[config.mk]
export PLATFORM = sky130hd
export DESIGN_NAME = valve_driver
export DESIGN_NICKNAME = d
export VERILOG_FILES = /design/src/rtl/valve_driver.sv
export SDC_FILE = /design/constraint.sdc
export NUM_CORES = 1
export LEC_CHECK = 0
export ABC_AREA = 1
export ABC_CLOCK_PERIOD_IN_PS = 5730
export CORE_MARGIN = 2
export CORE_UTILIZATION = 64
export CTS_CLUSTER_DIAMETER = 30
export CTS_CLUSTER_SIZE = 24
export DETAILED_ROUTE_END_ITERATION = 16
export PLACE_DENSITY = 0.86
export SKIP_CTS_REPAIR_TIMING = 1
export SLEW_MARGIN = 10
export SYNTH_ARGS = -nofsm -noshare
export SYNTH_HDL_FRONTEND = slang
export SYNTH_SLANG_ARGS = --single-unit
[constraint.sdc]
create_clock -name clk -period 5.73 [get_ports clk]
set_input_delay 1.4325 -clock clk [delete_from_list [all_inputs] [get_ports clk]]
set_output_delay 1.4325 -clock clk [all_outputs]
set_load 0.05 [all_outputs]
[src/rtl/valve_driver.sv]
// valve_driver
//   Actuator side of the irrigation controller. Qualifies the per-zone valve
//   commands, then drives four solenoid coils through an inrush (PULL),
//   PWM hold (HOLD) and enforced minimum-off (COOLDOWN) profile.
// Ports:
//   clk    system clock
//   reset  asynchronous, active-high reset
//   R1     zone-1 command: bit0 = valve 0, bit1 = valve 1
//   R2     zone-2 command: bit0 = valve 2, bit1 = valve 3
//   E      controller error code, 00 = no error
//   coil   registered coil drive, one bit per valve
//   open   registered, 1 = valve in PULL or HOLD
//   fault  registered copy of (E != 00)
//   busy   registered, 1 = any valve in PULL or COOLDOWN
module valve_driver #(
  parameter int STABLE_CYC  = 4,
  parameter int PULL_CYC    = 16,
  parameter int PWM_PERIOD  = 8,
  parameter int PWM_HIGH    = 3,
  parameter int MIN_OFF_CYC = 32
) (
  input  logic       clk,
  input  logic       reset,
  input  logic [1:0] R1,
  input  logic [1:0] R2,
  input  logic [1:0] E,
  output logic [3:0] coil,
  output logic [3:0] open,
  output logic       fault,
  output logic       busy
);

  localparam int TMR_MAX = (PULL_CYC > MIN_OFF_CYC) ? PULL_CYC : MIN_OFF_CYC;
  localparam int TW      = (TMR_MAX > 2) ? $clog2(TMR_MAX) : 1;
  localparam int SW      = $clog2(STABLE_CYC + 1);
  localparam int PW      = (PWM_PERIOD > 2) ? $clog2(PWM_PERIOD) : 1;

  localparam logic [TW-1:0] PULL_LAST = TW'(PULL_CYC - 1);
  localparam logic [TW-1:0] OFF_LAST  = TW'(MIN_OFF_CYC - 1);
  localparam logic [SW-1:0] STAB_MAX  = SW'(STABLE_CYC);
  localparam logic [PW-1:0] PWM_LAST  = PW'(PWM_PERIOD - 1);
  localparam logic [PW-1:0] PWM_HI    = PW'(PWM_HIGH);

  typedef enum logic [1:0] {
    ST_OFF  = 2'd0,
    ST_PULL = 2'd1,
    ST_HOLD = 2'd2,
    ST_COOL = 2'd3
  } state_t;

  state_t          state_q [4];
  state_t          state_d [4];
  logic [TW-1:0]   timer_q [4];
  logic [TW-1:0]   timer_d [4];
  logic [3:0]      t_q, t_d;
  logic [SW-1:0]   stab_q, stab_d;
  logic [3:0]      cmd_q, cmd_d;
  logic [PW-1:0]   pwm_q, pwm_d;
  logic [3:0]      coil_q, coil_d;
  logic [3:0]      open_q, open_d;
  logic            fault_q, fault_d;
  logic            busy_q, busy_d;

  logic            err_s;
  logic [3:0]      t_s;
  logic [3:0]      req_s;
  logic [3:0]      pull_keep_s;
  logic [3:0]      grant_s;
  logic            lower_s;

  // Next-state logic: command qualifier, inrush arbitration, valve FSMs, outputs.
  always_comb begin
    err_s = (E != 2'b00);
    t_s   = err_s ? 4'b0000 : {R2, R1};
    t_d   = t_s;

    if (t_s != t_q) begin
      stab_d = {SW{1'b0}};
    end else if (stab_q == STAB_MAX) begin
      stab_d = stab_q;
    end else begin
      stab_d = stab_q + SW'(1);
    end

    // An error clears the command at once; otherwise only a settled target is taken.
    if (err_s) begin
      cmd_d = 4'b0000;
    end else if (stab_d == STAB_MAX) begin
      cmd_d = t_s;
    end else begin
      cmd_d = cmd_q;
    end

    if (pwm_q == PWM_LAST) begin
      pwm_d = {PW{1'b0}};
    end else begin
      pwm_d = pwm_q + PW'(1);
    end

    // A valve that is leaving PULL this edge frees the inrush slot for another.
    for (int i = 0; i < 4; i++) begin
      req_s[i]       = (state_q[i] == ST_OFF) && cmd_q[i];
      pull_keep_s[i] = (state_q[i] == ST_PULL) && cmd_q[i] && (timer_q[i] != PULL_LAST);
    end

    // Lowest-index requester wins the single inrush slot.
    lower_s = 1'b0;
    for (int i = 0; i < 4; i++) begin
      grant_s[i] = req_s[i] && !lower_s && !(|pull_keep_s);
      lower_s    = lower_s | req_s[i];
    end

    for (int i = 0; i < 4; i++) begin
      state_d[i] = state_q[i];
      timer_d[i] = timer_q[i];
      case (state_q[i])
        ST_OFF: begin
          if (grant_s[i]) begin
            state_d[i] = ST_PULL;
            timer_d[i] = {TW{1'b0}};
          end else begin
            state_d[i] = ST_OFF;
          end
        end
        ST_PULL: begin
          // Dropped command beats the inrush timeout.
          if (!cmd_q[i]) begin
            state_d[i] = ST_COOL;
            timer_d[i] = {TW{1'b0}};
          end else if (timer_q[i] == PULL_LAST) begin
            state_d[i] = ST_HOLD;
            timer_d[i] = {TW{1'b0}};
          end else begin
            timer_d[i] = timer_q[i] + TW'(1);
          end
        end
        ST_HOLD: begin
          if (!cmd_q[i]) begin
            state_d[i] = ST_COOL;
            timer_d[i] = {TW{1'b0}};
          end else begin
            state_d[i] = ST_HOLD;
          end
        end
        ST_COOL: begin
          if (timer_q[i] == OFF_LAST) begin
            state_d[i] = ST_OFF;
            timer_d[i] = {TW{1'b0}};
          end else begin
            timer_d[i] = timer_q[i] + TW'(1);
          end
        end
        default: begin
          state_d[i] = ST_OFF;
          timer_d[i] = {TW{1'b0}};
        end
      endcase
    end

    // Outputs are derived from the next state so they line up with it in time.
    busy_d = 1'b0;
    for (int i = 0; i < 4; i++) begin
      coil_d[i] = (state_d[i] == ST_PULL) || ((state_d[i] == ST_HOLD) && (pwm_d < PWM_HI));
      open_d[i] = (state_d[i] == ST_PULL) || (state_d[i] == ST_HOLD);
      busy_d    = busy_d || (state_d[i] == ST_PULL) || (state_d[i] == ST_COOL);
    end
    fault_d = err_s;
  end

  // State and output registers with asynchronous reset.
  always_ff @(posedge clk or posedge reset) begin
    if (reset) begin
      t_q     <= 4'b0000;
      stab_q  <= {SW{1'b0}};
      cmd_q   <= 4'b0000;
      pwm_q   <= {PW{1'b0}};
      coil_q  <= 4'b0000;
      open_q  <= 4'b0000;
      fault_q <= 1'b0;
      busy_q  <= 1'b0;
      for (int i = 0; i < 4; i++) begin
        state_q[i] <= ST_OFF;
        timer_q[i] <= {TW{1'b0}};
      end
    end else begin
      t_q     <= t_d;
      stab_q  <= stab_d;
      cmd_q   <= cmd_d;
      pwm_q   <= pwm_d;
      coil_q  <= coil_d;
      open_q  <= open_d;
      fault_q <= fault_d;
      busy_q  <= busy_d;
      for (int i = 0; i < 4; i++) begin
        state_q[i] <= state_d[i];
        timer_q[i] <= timer_d[i];
      end
    end
  end

  assign coil  = coil_q;
  assign open  = open_q;
  assign fault = fault_q;
  assign busy  = busy_q;

endmodule

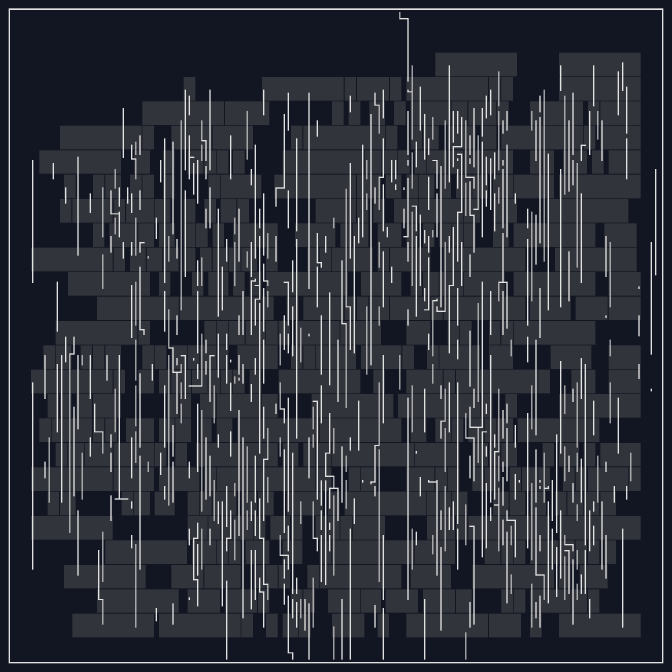
**Above:** signal wires on met2.
share of all routed wire: 48%
longest straight run: 27.9 um
WL final: 5460 um
M2 GR Usage: 39.2%
via count: 2387

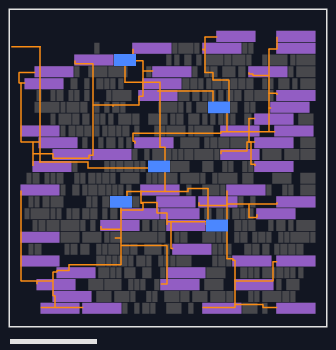
**Above:** clock distribution.
Bar = 20 um.
[flip-flops] purple | count: 52
[clock drivers] blue | count: 5
[clock wires] orange | length: 614 um
flops lie: spread over the die
routed clock nets: 6
Final Skew: 0.0106 ns
P_clk: 0.251 mW
Clock power frac: 18.6%
clk latency late pin: 0.31 ns

==> ci_impl_report.md <==
### Yosys + OpenROAD results

| Metric | Value |
|---|---|
| Biggest regs | `timer_q (20), state_q (8)` |
| Initial antenna violation count | `0` |
| Rel. slew slack | `42.4%` |
| Top cell category | `logic gates` |
| Max Cap Viol | `0` |
| OpenROAD warnings | `42` |
| Reg2reg end | `busy` |
| Synth async-reset ratio | `100%` |
| Worst-Margin Slew | `0.863 ns` |
| P_seq | `0.561 mW` |
| Final number of setup-violating endpoints | `0` |
| Worst VDD drop | `201 uV` |
| Cells after synthesis | `368` |
| WP data arrival | `3.17 ns` |
| Switch share | `40.2%` |
| Grt ovf | `0` |
| DPL Wire Length | `3990 um` |
| Hold EP | `pwm_q[0]` |
| Most frequent cell on the critical path | `nand2_1` |
| Area figure in the yosys stat output | `3020 um^2` |
| Reg area | `1300 um^2` |
| R2r setup slk | `3.07 ns` |
| Dpl cell area | `3240 um^2` |
| Final Hold Slack | `0.453 ns` |
| Non-clock buffer share | `5.08%` |
| Nonclk inv count | `64` |
| Vias/cell | `5.39` |
| Comb gates | `250` |
| Dominant flop cell | `dfrtp_1` |
| Register share after synthesis | `43.1%` |
| Mean area per synthesized cell | `8.21 um^2` |
| Count leader, synth | `nand2_1` |
| DR WL/cell | `12.3 um` |
| Pwr top | `registers` |
| Clock-cell share of area | `3.21%` |
| All-layer global routing usage | `23.0%` |
| Hold Violations, Final | `0` |
| Period utilization | `51.9%` |
| Syn Nets | `407` |
| EDFF count, synth | `0` |
| Top reg by flops | `timer_q` |
| Non-clk bufs | `17` |
| # rows | `24` |
| Post-synth top area cell | `dfrtp_1` |
| CTS tree | `done` |
| Logic area | `1460 um^2` |
| Fmax | `336 MHz` |
| Seq area share | `38.9%` |
| Chip width | `72.7 um` |
| Ys Warns | `0` |
| CP Class | `in -> reg` |
| Internal power | `0.808 mW` |
| Clk buf depth | `2` |
| Worst r2r path cells | `17` |
| Die area | `5290 um^2` |
| Outcome | `completed` |
| Initial Utilization | `68.0%` |
| Reg2reg start | `timer_q[10]` |
| Pre-antenna DRT Iters | `4` |
| PnR worst setup slack | `2.76 ns` |
| CP max FO | `13` |
| Fin crit period | `2.97 ns` |
| CTS buffer count | `5` |
| Critical Path End | `cmd_q[2]` |
| Pre-CTS setup slack | `2.52 ns` |
| Residual DRC count | `0` |
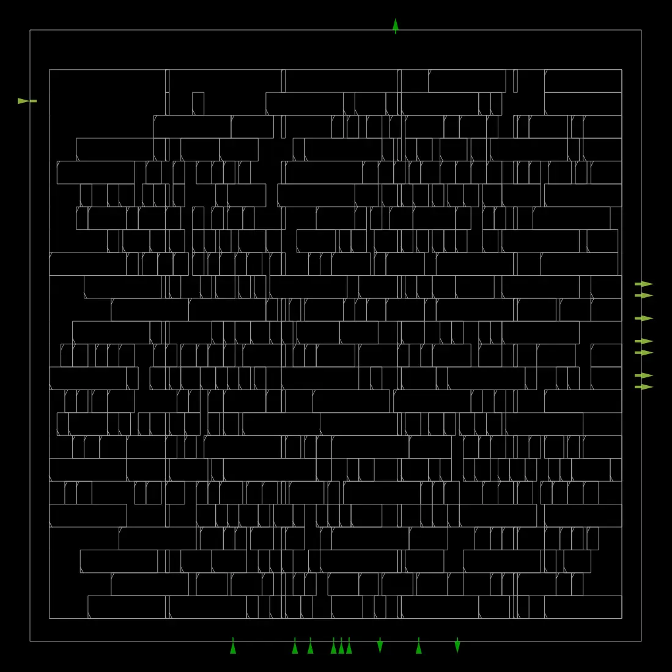
**Above:** cell outlines without signal wires.
Flops: 52
layout filler cell count: 330

## cells by family after synthesis
family / synth area share (%)
DFF: 43.1
buffers and inverters: 8.57
and+or+nand+nor: 26.5
AOI/OAI and AO/OA: 6.38
adders and majority gates: 12.8
xor gates and xnor gates: 2.61
## layer usage
layer	up-vias	track usage (%)	wire, um
met2	47	39.2	2630
met5	-	0	0
met3	8	5.11	194
met1	1128	29.3	2580
met4	0	6.79	62
li1	1204	-	-
## stage by stage
stage	instances	utilization (%)
floorplan	368	-
global placement	435	72.9
detailed placement	435	72.9
CTS	443	75.3
global route	443	75.3
finish	443	75.3
## worst max-delay path, delay by kind of cell
kind	cells	cell delay, ns
and+or+nand+nor	8	1.34
buffers and inverters	1	0.41
No activity file was given, so power comes from the tool's default toggle rates.
